==> config.mk <==
export PLATFORM = sky130hd
export DESIGN_NAME = rns_mod_accum
export DESIGN_NICKNAME = d
export VERILOG_FILES = /design/src/rtl/rns_mod_accum.sv
export SDC_FILE = /design/constraint.sdc
export NUM_CORES = 1
export LEC_CHECK = 0
export ABC_AREA = 1
export CORE_UTILIZATION = 34
export DETAILED_ROUTE_END_ITERATION = 8
export HOLD_SLACK_MARGIN = 0.15
export PLACE_DENSITY = 0.58
export SYNTH_ARGS = -nofsm -noshare
export SYNTH_HDL_FRONTEND = slang
export SYNTH_SLANG_ARGS = --single-unit
==> constraint.sdc <==
create_clock -name clk -period 3.3 [get_ports clk]
set_clock_uncertainty 0.05 [all_clocks]
set_input_delay 0.33 -clock clk [delete_from_list [all_inputs] [get_ports clk]]
set_output_delay 0.33 -clock clk [all_outputs]
set_load 0.02 [all_outputs]
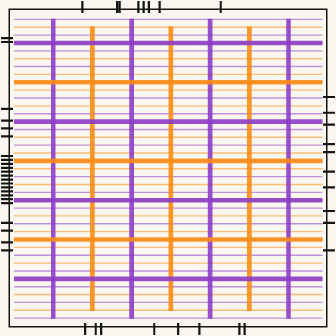
Fig. 1. Floorplan with the power grid.
Pins as bars on the die edge.
| net | colour |
|---|---|
| VSS | purple |
| VDD | orange |
signal pins: 49
met4 straps: 7
CORE AREA: 11030 µm²
Die H: 109.3 µm
die width: 109.3 µm
Max IR drop VDD: 0.4436 mV

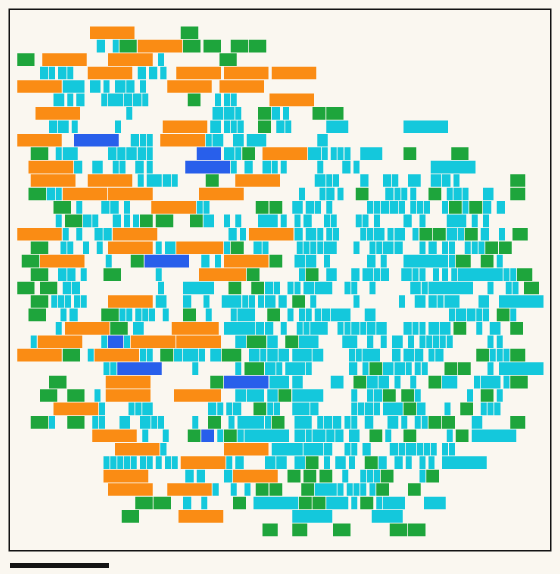
Fig. 2. Placement by cell class.
The bar under the picture is 20 µm long.
| class | colour | cells |
|---|---|---|
| all other logic | cyan | 527 |
| other buffers and delay cells | green | 126 |
| clock drivers and dummy loads | blue | 8 |
| flops | orange | 54 |
Post-Layout Inst Area: 5607 µm²
row cnt: 38
fin util: 0.5083
flop share of the area: 0.2419

==> impl_metrics.env <==
# physical design summary
export IMPL_h_tree_depth=2
export IMPL_clkPwrFrac=0.120
export IMPL_place_area_um2=5007
export IMPL_min_period_ps=3421
export IMPL_busiest_layer="met2"
export IMPL_use_met2=0.3320
export IMPL_syn_nets=631
export IMPL_dr_pass1_iters=5
export IMPL_ant_nets=0
export IMPL_setup_viol=16
export IMPL_chipArea_um2=11950
export IMPL_clock_area_frac=0.02767
export IMPL_power_density_nw_per_um2=812.7
export IMPL_synthTopCellsByCount="nand2_1 (208), inv_1 (67), dfrtp_1 (54), nand3_1 (47), nor2_1 (44)"
export IMPL_powerComb_mw=2.98
export IMPL_seq_cell_power_mw=1.03
export IMPL_cp_cell_sequence="ha_4 > nand2_2 > nor2_4 > and2_4 > nand2_2 > nand2_2 > a21oi_2 > o21bai_1 > ha_2 > ha_4 > nand3_4 > inv_4 > nand3_2 > nor2_4 > nand3_2 > nor2_2 > nand2_1 > nand2_1 > nand2_2 > nor2_4 > nand3_4 > nand2_2 > nand2_1"
export IMPL_grt_max_degree=32
export IMPL_switching_share=0.4588
export IMPL_wl_met1_um=5097
export IMPL_cts_root_buf="clkbuf_16"
export IMPL_track_usage=0.1991
export IMPL_highest_layer="met4"
export IMPL_yosysCellCount=589
export IMPL_tns_ps=-1643
export IMPL_ys_sh_adder=0.06581
export IMPL_pwr_share_comb=0.653
export IMPL_cts_tree="built"
export IMPL_via_per_inst=4.827
export IMPL_vias=4127
export IMPL_synth_xor_area_share=0.006709
export IMPL_crit_type="register to register"
export IMPL_comb_area_share=0.4548
export IMPL_most_common_cell="nand2_1"
export IMPL_path_clk_slew_ps=70
export IMPL_combGateArea_um2=2550
export IMPL_synth_area_per_cell_um2=6.649
export IMPL_dp_cells=828
export IMPL_final_cell_count_no_fill=855
export IMPL_topCellsByArea="dfrtp_1 (35%), nand2_1 (20%), inv_1 (6.4%)"
export IMPL_hpwl_um=8440
export IMPL_yosys_warnings=0
export IMPL_crit_buf_inv=1
export IMPL_synth_seq_area_share=0.3450
export IMPL_power_top_group="combinational cells"
export IMPL_clkbuf_count=6
export IMPL_post_route_drc_count=0
export IMPL_max_freq_mhz=292.3
export IMPL_flops=54
export IMPL_yosys_area_um2=3916
export IMPL_cts_buffers=5
export IMPL_crit_slowest_cell="dfrtp_1"
export IMPL_cp_start_kind="register"
export IMPL_reg2reg_depth=23
export IMPL_status="finished with violations"
export IMPL_n_all_buffers=126
export IMPL_max_cap_viol_count=0
export IMPL_synth_cell_types=27
export IMPL_whs_ps=389.3
export IMPL_cp_depth=23
export IMPL_seqPwrFrac=0.227
export IMPL_syn_area_um2=3916
export IMPL_hold_buffers=0
export IMPL_p_leak_nw=2.778
export IMPL_grt_pass1_vias=4018
export IMPL_min_period_over_period=1.037
export IMPL_cts_path_max_buffers=2
export IMPL_syn_inst=589
export IMPL_nets=756
export IMPL_violations="negative setup slack"
export IMPL_inverters=80
export IMPL_path_delay_family="simple AND/OR/NAND/NOR gates"
export IMPL_post_cts_setup_buffer_count=15
export IMPL_num_tap_cells=140
export IMPL_worstPathArrival_ps=3550
export IMPL_dominant_cells="multi-input combinational cells"
export IMPL_compound_area_frac=0.07604
export IMPL_bufAreaShareNonClock=0.1899
export IMPL_comb_cells=447
export IMPL_rrSetupSlack_ps=-120
export IMPL_synth_flops=54
export IMPL_grtUsageMet1=0.2605
export IMPL_synth_top_area_share=0.3450
export IMPL_nFillCells=1061
export IMPL_lay_top_cells="nand2_1 (190), buf_4 (75), inv_1 (65)"
export IMPL_tightest_slew_ps=770.9
export IMPL_ctsResizeCount=47
export IMPL_report_final_slew_viol_count=0
export IMPL_flop_area_um2=1356
export IMPL_intPower_mw=2.466
export IMPL_fp_util=0.3550
export IMPL_p_clk_mw=0.548
export IMPL_met2_wirelength_um=5135
export IMPL_hold_violations=0
export IMPL_grt_overflow=0
export IMPL_ys_sh_mux=0
export IMPL_top_area_cell="dfrtp_1"
export IMPL_routedWlPerCell_um=12.94
export IMPL_drtIter0Drc=163
export IMPL_grt_pass1_wl_um=18580
export IMPL_synthTopLogicFamily="simple AND/OR/NAND/NOR gates"
export IMPL_layout_top_cell="nand2_1"
export IMPL_slowest_delay_ps=470
export IMPL_crit_top_cell="nand2_2"
export IMPL_num_io_pins=49
export IMPL_end_kind="register"
export IMPL_place_gp_congestion=0.8926
export IMPL_clock_sinks=54
export IMPL_ys_sh_simple=0.4192
export IMPL_async_reset_ff_frac=1.000
export IMPL_maxSlewHeadroom=0.4848
export IMPL_rsz0062_at_grt="yes"
export IMPL_clock_latency_ps=290
export IMPL_p_total_mw=4.556
export IMPL_timing_final_ws_setup_ps=-121.2
export IMPL_crit_fanout=8
export IMPL_min_path_type="input port to async pin"
export IMPL_port_buffers=48
export IMPL_grt_use_met3=0.03379
export IMPL_diodes=0
export IMPL_switching_power_mw=2.091
export IMPL_place_ws_ps=-662.4
export IMPL_synthToLayoutAreaGrowth_pct=43.16
export IMPL_critPathRequiredTime_ps=3430
export IMPL_ff_type="dfrtp_1"
export IMPL_warning_count=28
export IMPL_edf_count=0
export IMPL_wl_um=11060
export IMPL_antenna_found_initial=0
export IMPL_wl_met3_um=589
export IMPL_layout_drive_gt1_share=0.2797
Power is estimated from default activity; no workload was simulated.
